**src/rtl/nn_pkg.sv**
```systemverilog
`timescale 1ns/1ps
// -----------------------------------------------------------------------------
// nn_pkg
// Shared definitions for the ECG classifier layer blocks.
//   nn_state_e : sequencing states of a time-multiplexed neuron
//                (ACC = accumulate beats, RQ = requantise, OUT = present result)
//   NN_DW      : layer-wide default activation/output width
//   sat_round  : round-half-up, arithmetic right shift and saturation of a
//                wide accumulator to a signed dw-bit range. The result is
//                returned sign-extended to 64 bits so that the caller can pick
//                its own width.
// -----------------------------------------------------------------------------
package nn_pkg;

  localparam int NN_DW = 8;

  typedef enum logic [1:0] {
    ACC = 2'd0,
    RQ  = 2'd1,
    OUT = 2'd2
  } nn_state_e;

  // acc must already be sign-extended to 64 bits. shift and dw are expected to
  // be elaboration-time constants, so all shifts below collapse to wiring.
  function automatic logic signed [63:0] sat_round(input logic signed [63:0] acc,
                                                   input int unsigned        shift,
                                                   input int unsigned        dw);
    logic signed [63:0] r;
    logic signed [63:0] max_v;
    logic signed [63:0] min_v;
    r = acc;
    // Adding half an LSB before the floor shift gives round-half-up.
    if (shift > 0) begin
      r = r + (64'sd1 <<< (shift - 1));
    end
    r     = r >>> shift;
    max_v = (64'sd1 <<< (dw - 1)) - 64'sd1;
    min_v = -(64'sd1 <<< (dw - 1));
    if (r > max_v) begin
      r = max_v;
    end else if (r < min_v) begin
      r = min_v;
    end
    return r;
  endfunction

endpackage

```
**src/rtl/nn_requant.sv**
```systemverilog
`timescale 1ns/1ps
// -----------------------------------------------------------------------------
// nn_requant
// Purely combinational requantiser: rounds a full-precision accumulator
// (round half up), drops SHIFT fractional bits, saturates to a signed DW-bit
// range and optionally clamps negative results to zero (ReLU).
//
// Parameters
//   ACC_W   : accumulator width (< 64)
//   DW      : output width
//   SHIFT   : fractional bits removed
//   RELU_EN : 1 = negative results become 0, 0 = signed result passes
// Ports
//   acc_i   in  ACC_W  signed accumulator value
//   res_o   out DW     requantised result
// -----------------------------------------------------------------------------
module nn_requant
  import nn_pkg::*;
#(
  parameter int ACC_W   = 24,
  parameter int DW      = NN_DW,
  parameter int SHIFT   = 7,
  parameter int RELU_EN = 1
) (
  input  logic signed [ACC_W-1:0] acc_i,
  output logic signed [DW-1:0]    res_o
);

  logic signed [63:0] acc_wide;
  logic signed [63:0] sat;
  logic               sat_neg;
  // After saturation the bits above DW-1 are copies of the sign bit, so only
  // the low DW bits carry information; the rest is folded into a dummy.
  logic               sat_hi_unused;

  // NOTE: every variable assigned in an always_comb gets a value on every
  // path (here unconditionally, elsewhere via defaults at the top) so that no
  // latch is inferred.
  always_comb begin
    acc_wide = {{(64-ACC_W){acc_i[ACC_W-1]}}, acc_i};
    sat      = sat_round(acc_wide, SHIFT, DW);
    sat_neg  = sat[63];
    if ((RELU_EN != 0) && sat_neg) begin
      res_o = '0;
    end else begin
      res_o = sat[DW-1:0];
    end
  end

  assign sat_hi_unused = ^sat[62:DW];

endmodule

```
**src/rtl/mac_neuron_seq.sv**
```systemverilog
`timescale 1ns/1ps
// -----------------------------------------------------------------------------
// mac_neuron_seq
// Time-multiplexed fully-connected neuron. One signed multiplier streams N_IN
// activations against a programmable weight file; the bias is pre-scaled by
// 2^SHIFT and folded into the first product. After the last beat the full
// precision sum is requantised by nn_requant (round, saturate, optional ReLU)
// and offered on a valid/ready output. Vector length is defined by the beat
// count; in_last is only cross-checked and reported on frame_err.
//
// Timing: last beat accepted in cycle t -> RQ in t+1 -> out_valid in t+2.
// Throughput with out_ready held high: one vector per N_IN+2 cycles.
//
// Ports
//   clk        in   1      clock
//   reset      in   1      synchronous, active-high reset
//   wt_we      in   1      weight/bias write strobe (accepted in any state)
//   wt_addr    in   AW     0..N_IN-1 = weight, N_IN = bias, others ignored
//   wt_data    in   WW     signed weight/bias value
//   in_valid   in   1      activation beat valid
//   in_ready   out  1      activation beat accepted (only in ACC)
//   in_data    in   DW     signed activation
//   in_last    in   1      final beat marker (checked, not used for length)
//   out_valid  out  1      result valid
//   out_ready  in   1      downstream accepts the result
//   out_data   out  DW     requantised result, held while out_valid && !out_ready
//   frame_err  out  1      one-cycle pulse after a beat with wrong in_last
// -----------------------------------------------------------------------------
module mac_neuron_seq
  import nn_pkg::*;
#(
  parameter int N_IN    = 15,
  parameter int DW      = NN_DW,
  parameter int WW      = 8,
  parameter int ACC_W   = 24,
  parameter int SHIFT   = 7,
  parameter int RELU_EN = 1,
  parameter int AW      = $clog2(N_IN + 1)
) (
  input  logic          clk,
  input  logic          reset,
  input  logic          wt_we,
  input  logic [AW-1:0] wt_addr,
  input  logic [WW-1:0] wt_data,
  input  logic          in_valid,
  output logic          in_ready,
  input  logic [DW-1:0] in_data,
  input  logic          in_last,
  output logic          out_valid,
  input  logic          out_ready,
  output logic [DW-1:0] out_data,
  output logic          frame_err
);

  localparam logic [AW-1:0] LAST_IDX  = AW'(N_IN - 1);
  localparam logic [AW-1:0] BIAS_ADDR = AW'(N_IN);

  // ---------------------------------------------------------------------------
  // State
  // ---------------------------------------------------------------------------
  nn_state_e               state_q, state_d;
  logic [AW-1:0]           idx_q, idx_d;
  logic signed [ACC_W-1:0] acc_q, acc_d;
  logic signed [WW-1:0]    w_q [N_IN];
  logic signed [WW-1:0]    w_d [N_IN];
  logic signed [WW-1:0]    bias_q, bias_d;
  logic                    in_ready_q, in_ready_d;
  logic                    out_valid_q, out_valid_d;
  logic [DW-1:0]           out_data_q, out_data_d;
  logic                    frame_err_q, frame_err_d;

  // ---------------------------------------------------------------------------
  // Datapath
  // ---------------------------------------------------------------------------
  logic                    beat_fire;
  logic                    is_last;
  logic signed [DW-1:0]    x_s;
  logic signed [DW+WW-1:0] prod;
  logic signed [ACC_W-1:0] prod_ext;
  logic signed [ACC_W-1:0] bias_term;
  logic signed [ACC_W-1:0] acc_base;
  logic signed [DW-1:0]    rq_res;

  always_comb begin
    beat_fire = in_valid && in_ready_q;
    is_last   = (idx_q == LAST_IDX);
    x_s       = in_data;
    // The weight file is read from the registered copy, so a write landing in
    // the same cycle is seen only from the next read onwards.
    prod      = x_s * w_q[idx_q];
    prod_ext  = {{(ACC_W-DW-WW){prod[DW+WW-1]}}, prod};
    // Bias carries the same SHIFT fractional bits as the products.
    bias_term = {{(ACC_W-WW){bias_q[WW-1]}}, bias_q} <<< SHIFT;
    acc_base  = (idx_q == '0) ? bias_term : acc_q;
  end

  nn_requant #(
    .ACC_W  (ACC_W),
    .DW     (DW),
    .SHIFT  (SHIFT),
    .RELU_EN(RELU_EN)
  ) u_requant (
    .acc_i(acc_q),
    .res_o(rq_res)
  );

  // ---------------------------------------------------------------------------
  // Weight / bias file update
  // ---------------------------------------------------------------------------
  always_comb begin
    w_d    = w_q;
    bias_d = bias_q;
    if (wt_we) begin
      if (wt_addr < BIAS_ADDR) begin
        w_d[wt_addr] = wt_data;
      end else if (wt_addr == BIAS_ADDR) begin
        bias_d = wt_data;
      end
    end
  end

  // ---------------------------------------------------------------------------
  // Sequencer next-state
  // ---------------------------------------------------------------------------
  always_comb begin
    state_d     = state_q;
    idx_d       = idx_q;
    acc_d       = acc_q;
    out_valid_d = out_valid_q;
    out_data_d  = out_data_q;
    frame_err_d = 1'b0;

    case (state_q)
      ACC: begin
        if (beat_fire) begin
          acc_d       = acc_base + prod_ext;
          frame_err_d = (in_last != is_last);
          if (is_last) begin
            idx_d   = '0;
            state_d = RQ;
          end else begin
            idx_d = idx_q + AW'(1);
          end
        end
      end
      RQ: begin
        out_data_d  = rq_res;
        out_valid_d = 1'b1;
        state_d     = OUT;
      end
      OUT: begin
        if (out_ready) begin
          out_valid_d = 1'b0;
          state_d     = ACC;
        end
      end
      default: begin
        state_d = ACC;
        idx_d   = '0;
      end
    endcase

    // in_ready is registered: it reflects the state being entered.
    in_ready_d = (state_d == ACC);
  end

  // ---------------------------------------------------------------------------
  // Registers
  // ---------------------------------------------------------------------------
  // NOTE: sequential state is updated with non-blocking assignments only, so
  // every flop samples the pre-edge values regardless of statement order.
  always_ff @(posedge clk) begin
    if (reset) begin
      state_q     <= ACC;
      idx_q       <= '0;
      acc_q       <= '0;
      in_ready_q  <= 1'b1;
      out_valid_q <= 1'b0;
      out_data_q  <= '0;
      frame_err_q <= 1'b0;
      bias_q      <= '0;
      // NOTE: the weight file has to read as all-zero after reset, so it is
      // built from resettable flops rather than a RAM macro; each entry is
      // cleared explicitly.
      for (int i = 0; i < N_IN; i++) begin
        w_q[i] <= '0;
      end
    end else begin
      state_q     <= state_d;
      idx_q       <= idx_d;
      acc_q       <= acc_d;
      in_ready_q  <= in_ready_d;
      out_valid_q <= out_valid_d;
      out_data_q  <= out_data_d;
      frame_err_q <= frame_err_d;
      bias_q      <= bias_d;
      for (int i = 0; i < N_IN; i++) begin
        w_q[i] <= w_d[i];
      end
    end
  end

  assign in_ready  = in_ready_q;
  assign out_valid = out_valid_q;
  assign out_data  = out_data_q;
  assign frame_err = frame_err_q;

endmodule

```
**config.mk**
```make
export PLATFORM = sky130hd
export DESIGN_NAME = mac_neuron_seq
export DESIGN_NICKNAME = d
export VERILOG_FILES = /design/src/rtl/nn_pkg.sv /design/src/rtl/nn_requant.sv /design/src/rtl/mac_neuron_seq.sv
export SDC_FILE = /design/constraint.sdc
export NUM_CORES = 1
export LEC_CHECK = 0
export CAP_MARGIN = 20
export CORE_MARGIN = 1
export CORE_UTILIZATION = 45
export CTS_BUF_LIST = sky130_fd_sc_hd__clkbuf_2 sky130_fd_sc_hd__clkbuf_4 sky130_fd_sc_hd__clkbuf_8
export DETAILED_ROUTE_END_ITERATION = 8
export PLACE_DENSITY_LB_ADDON = 0.3
export SLEW_MARGIN = 20
export SYNTH_ARGS = -nofsm -noshare
export SYNTH_HDL_FRONTEND = slang
export SYNTH_SLANG_ARGS = --single-unit
```
**constraint.sdc**
```tcl
create_clock -name clk -period 6.3 [get_ports clk]
set_input_delay 1.26 -clock clk [delete_from_list [all_inputs] [get_ports clk]]
set_output_delay 1.26 -clock clk [all_outputs]
set_load 0.01 [all_outputs]
```
==> results.json <==
{
  "syn_inst": 1212,
  "crit-reg2reg-launch": "idx_q[0]",
  "reg2regPathDepth": 19,
  "synth_async_sr_flop_share_pct": 0,
  "io_buffers": 36,
  "syn_area_mm2": 0.0118,
  "post_route_cells_drive_above_1_share_pct": 19.4,
  "rsz0062_at_grt": "true",
  "hold_ws_ns": 0.458,
  "period_needed_ns": 6.33,
  "clock_latency_ns": 0.48,
  "fillers": 2186,
  "cts-htree-levels": 4,
  "violations": "negative setup slack",
  "synth_cell_type_count": 54,
  "die_area_mm2": 0.0269,
  "finClkSkew_ns": 0.0172,
  "rows": 58,
  "flop_cell": "dfxtp_1",
  "yosysWarnings": 0,
  "status": "finished, violations left",
  "report.power.total_w": 0.00238,
  "end_kind": "flop",
  "min_path_cells": 2,
  "area_growth_pct": 21.2,
  "detail-route-antenna-nets": 0,
  "peakVddDrop_v": 0.000201,
  "syn_area_per_cell_um2": 9.73,
  "dpl.hpwl_um": 20900,
  "clock_path_buffers": 2,
  "grt.overflow.total": 0,
  "first_iter_violations": 580,
  "yosys.area.top_type_share_pct": 28.7,
  "grt_max_degree": 97,
  "core_area_mm2": 0.0255,
  "crit_required_ns": 6.68,
  "cts_tree": "done",
  "via_per_inst": 5.33,
  "synth_seq_share_pct": 28.7,
  "p_per_area_mw_per_mm2": 167,
  "max_freq_mhz": 158,
  "maxCapViolations": 0,
  "grt_pass1_wl_um": 46700,
  "fp_util_pct": 46.3,
  "dr.pass1.iters": 5,
  "numSynthFlops": 169,
  "slowest_delay_ns": 0.60,
  "slew_viol_final": 0,
  "hp-start": "w_q[117]",
  "warning_count": 35,
  "finalWeightedCongestion": 0.854,
  "drc": 0,
  "yosys-stat-area_mm2": 0.0118,
  "yosys_cells": 1212,
  "wl_per_cell_um": 17.4,
  "cp.arrival_ns": 6.71,
  "synth_nets": 1405,
  "fin_nets": 1524,
  "die_w_um": 164,
  "grt_pass1_vias": 8863,
  "edf_count": 0,
  "maxSlewHeadroom_pct": 27.5,
  "common_cells": "171 x nor2_1, 169 x dfxtp_1, 136 x mux2i_1",
  "startpoint_type": "flop",
  "p_leak_nw": 6.19,
  "synth_area_leader_cell": "dfxtp_1",
  "area_leaders": "dfxtp_1 29%, fa_1 18%, mux2i_1 12%",
  "cp-startpoint": "idx_q[0]",
  "clkTransAtPathRegs_ns": 0.10,
  "setup_violations": 2,
  "antenna_found_initial": 0,
  "yosysMostFrequentCell": "nor2_1",
  "fp.dieH_um": 164,
  "crit_type": "flop to flop",
  "cts-hold-fix-buffers": 0,
  "cp_max_fo": 6,
  "ctsRootBufferMaster": "clkbuf_8",
  "cts_buffers": 17,
  "min_path_type": "flop to flop",
  "setup_slack_ns": -0.0309,
  "io_pins": 37,
  "crit_path_frequent_cell": "fa_1",
  "finalHoldViolations": 0,
  "worst_pin_slew_ns": 1.08,
  "crit_chain": "buf_12 -> buf_12 -> mux4_2 -> mux4_2 -> nand2b_1 -> fa_1 -> fa_1 -> inv_2 -> fa_1 -> fa_1 -> fa_1 -> ha_4 -> a21oi_2 -> nor2_1 -> a311o_1 -> a21oi_4 -> a21boi_2 -> or3_1 -> a32o_1",
  "clock-sinks": 169,
  "finalCritPeriodShare_pct": 100,
  "diodes": 0,
  "cp_slowest_cell": "mux4_2"
}
cells by family after synthesis:
| logic type | count (synthesis) | share of synthesized area [%] |
|---|---|---|
| and+or+nand+nor | 388 | 14.8 |
| AOI/OAI and AO/OA | 130 | 6.78 |
| xor gates and xnor gates | 34 | 2.52 |
| buffers and inverters | 155 | 5.17 |
| muxes | 169 | 17.7 |
| adders and majority gates | 167 | 24.3 |
| DFF | 169 | 28.7 |
registers in the layout, indices dropped and copies added (netlist names):
register / cells
bias_q: 8
w_q: 120
state_q: 2
out_data: 8
frame_err: 1
idx_q: 4
out_valid: 1
in_ready: 1
acc_q: 24
cell usage in the layout (no fill, tap or decap), drive strengths merged, types with 7 or more instances in the layout:
| cell | count |
|---|---|
| clkdlybuf4s50 | 35 |
| nand2b | 7 |
| buf | 123 |
| nand3 | 24 |
| o21ai | 24 |
| a31oi | 7 |
| ha | 63 |
| clkbuf | 18 |
| mux2i | 136 |
| a21o | 8 |
| inv | 100 |
| xor2 | 11 |
| and3 | 8 |
| fa | 104 |
| a211oi | 13 |
| nor2 | 171 |
| nor2b | 13 |
| nand2 | 95 |
| xnor2 | 23 |
| and2 | 40 |
| dfxtp | 169 |
| a21oi | 52 |
| mux4 | 32 |
final timing paths:
kind	endpoint	slack (ns)
worst min-delay path	w_q[117]	0.46
worst max register to register	acc_q[21]	-0.03
worst min register to register	w_q[117]	0.46
worst max-delay path	acc_q[21]	-0.03
area by class of cell:
type	count	area, um^2	share of cell area, %
sequential	169	3390	23.7
inverter	97	373	2.61
clock buffer	18	241	1.69
multi-input combinational	888	8260	57.8
tap	330	413	2.89
timing repair buffer	158	1390	9.75
clock inverter	13	214	1.50
power by group:
| part | internal, W | leakage, nW | switching [W] | total, W |
|---|---|---|---|---|
| Clock | 0.000479 | 0.224 | 0.000414 | 0.000892 |
| Sequential | 0.00109 | 1.37 | 0.0000223 | 0.00111 |
| Combinational | 0.000175 | 4.60 | 0.000204 | 0.000379 |
per-layer routing:
metal / global-route usage [%] / share of wire (%) / vias to the layer above
li1: - / - / 4300
met1: 31.2 / 47 / 4416
met2: 36.6 / 49 / 168
met3: 3.16 / 3.0 / 27
met4: 6.78 / 1.3 / 0
met5: 0 / 0 / -
through the flow:
step | utilization [%] | area [um^2] | cells | setup WS, ns | TNS, ns
2_1_floorplan | - | 11800 | 1212 | 0.000393 | 0
3_3_place_gp | 51.5 | 13100 | 1621 | -0.289 | -2.58
3_5_place_dp | 51.5 | 13100 | 1621 | -0.379 | -3.36
4_1_cts | 54.2 | 13800 | 1660 | -0.0764 | -0.205
5_1_grt | 56.1 | 14300 | 1673 | -0.185 | -1.47
6_report | 56.1 | 14300 | 1673 | -0.0309 | -0.0560
worst max-delay path, delay by kind of cell (launching register included):
family / cells / cell delay, ns
compound gates: 5 / 1.04
fa+ha+maj: 6 / 2.77
buf+inv: 3 / 0.32
flops: 1 / 0.42
mux: 2 / 1.14
simple gates: 3 / 0.55
timing repair:
action,CTS,global route
resized,34,70
pin swaps,20,64
setup endpoints to repair,11,14
gates cloned,2,0
buffers inserted,6,16
### Metal 1

Drawn at 3 px/um. Supply wires on this layer in grey. Cells faint in the background.
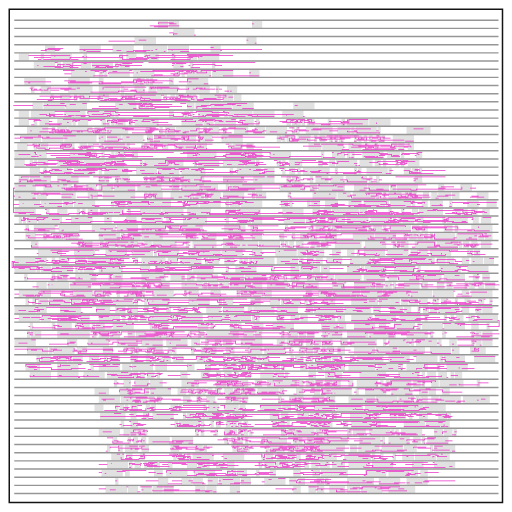
1436 nets have wire on it. The longest straight run is 93.8 um. The layer holds 47% of the routed length. The layer carries 13700 um of wire.

### Where the registers sit

Drawn at 3 px/um. Other sequential cells in the stronger grey, the rest of the logic in the fainter grey.
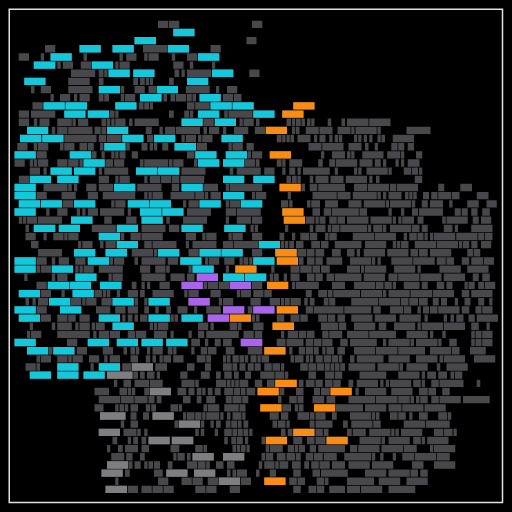
Key: purple = bias_q [flops 8, where centre]; cyan = w_q [flops 120]; orange = acc_q [flops 24]
Another 17 sequential cells are not coloured.
Layout Utilization: 56.1%
Reg area: 0.00339 mm^2
seq pwr: 0.00111 W
Seq/total area: 23.7%

### Congestion heat map

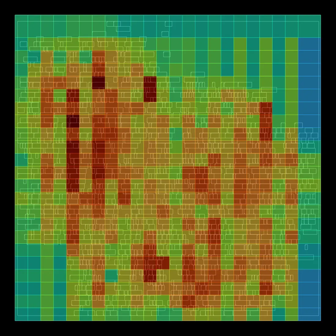
GRT busiest layer: met2
met2 Usage GRT: 36.6%
Overall Global Routing Usage: 22.6%
global routing usage on met1: 31.2%

### Met4 routing

Drawn at 3 px/um. Supply wires on this layer in grey.
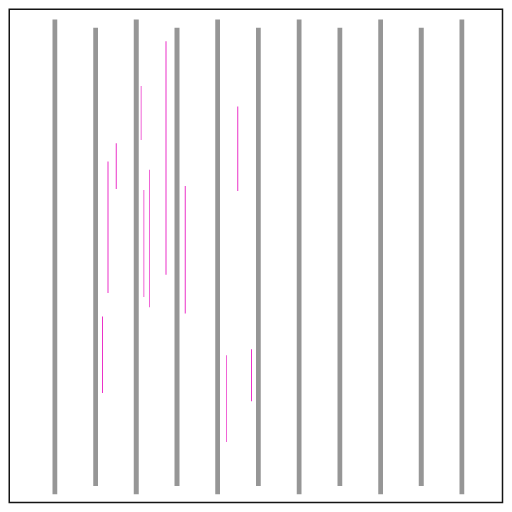
The longest straight run is 77.5 um. The layer holds 1.3% of the routed length. The layer carries 375 um of wire.
routed vias: 8911
drt total wl: 29200 um

Power figures rest on the tool's default switching activity, not on a simulated workload.
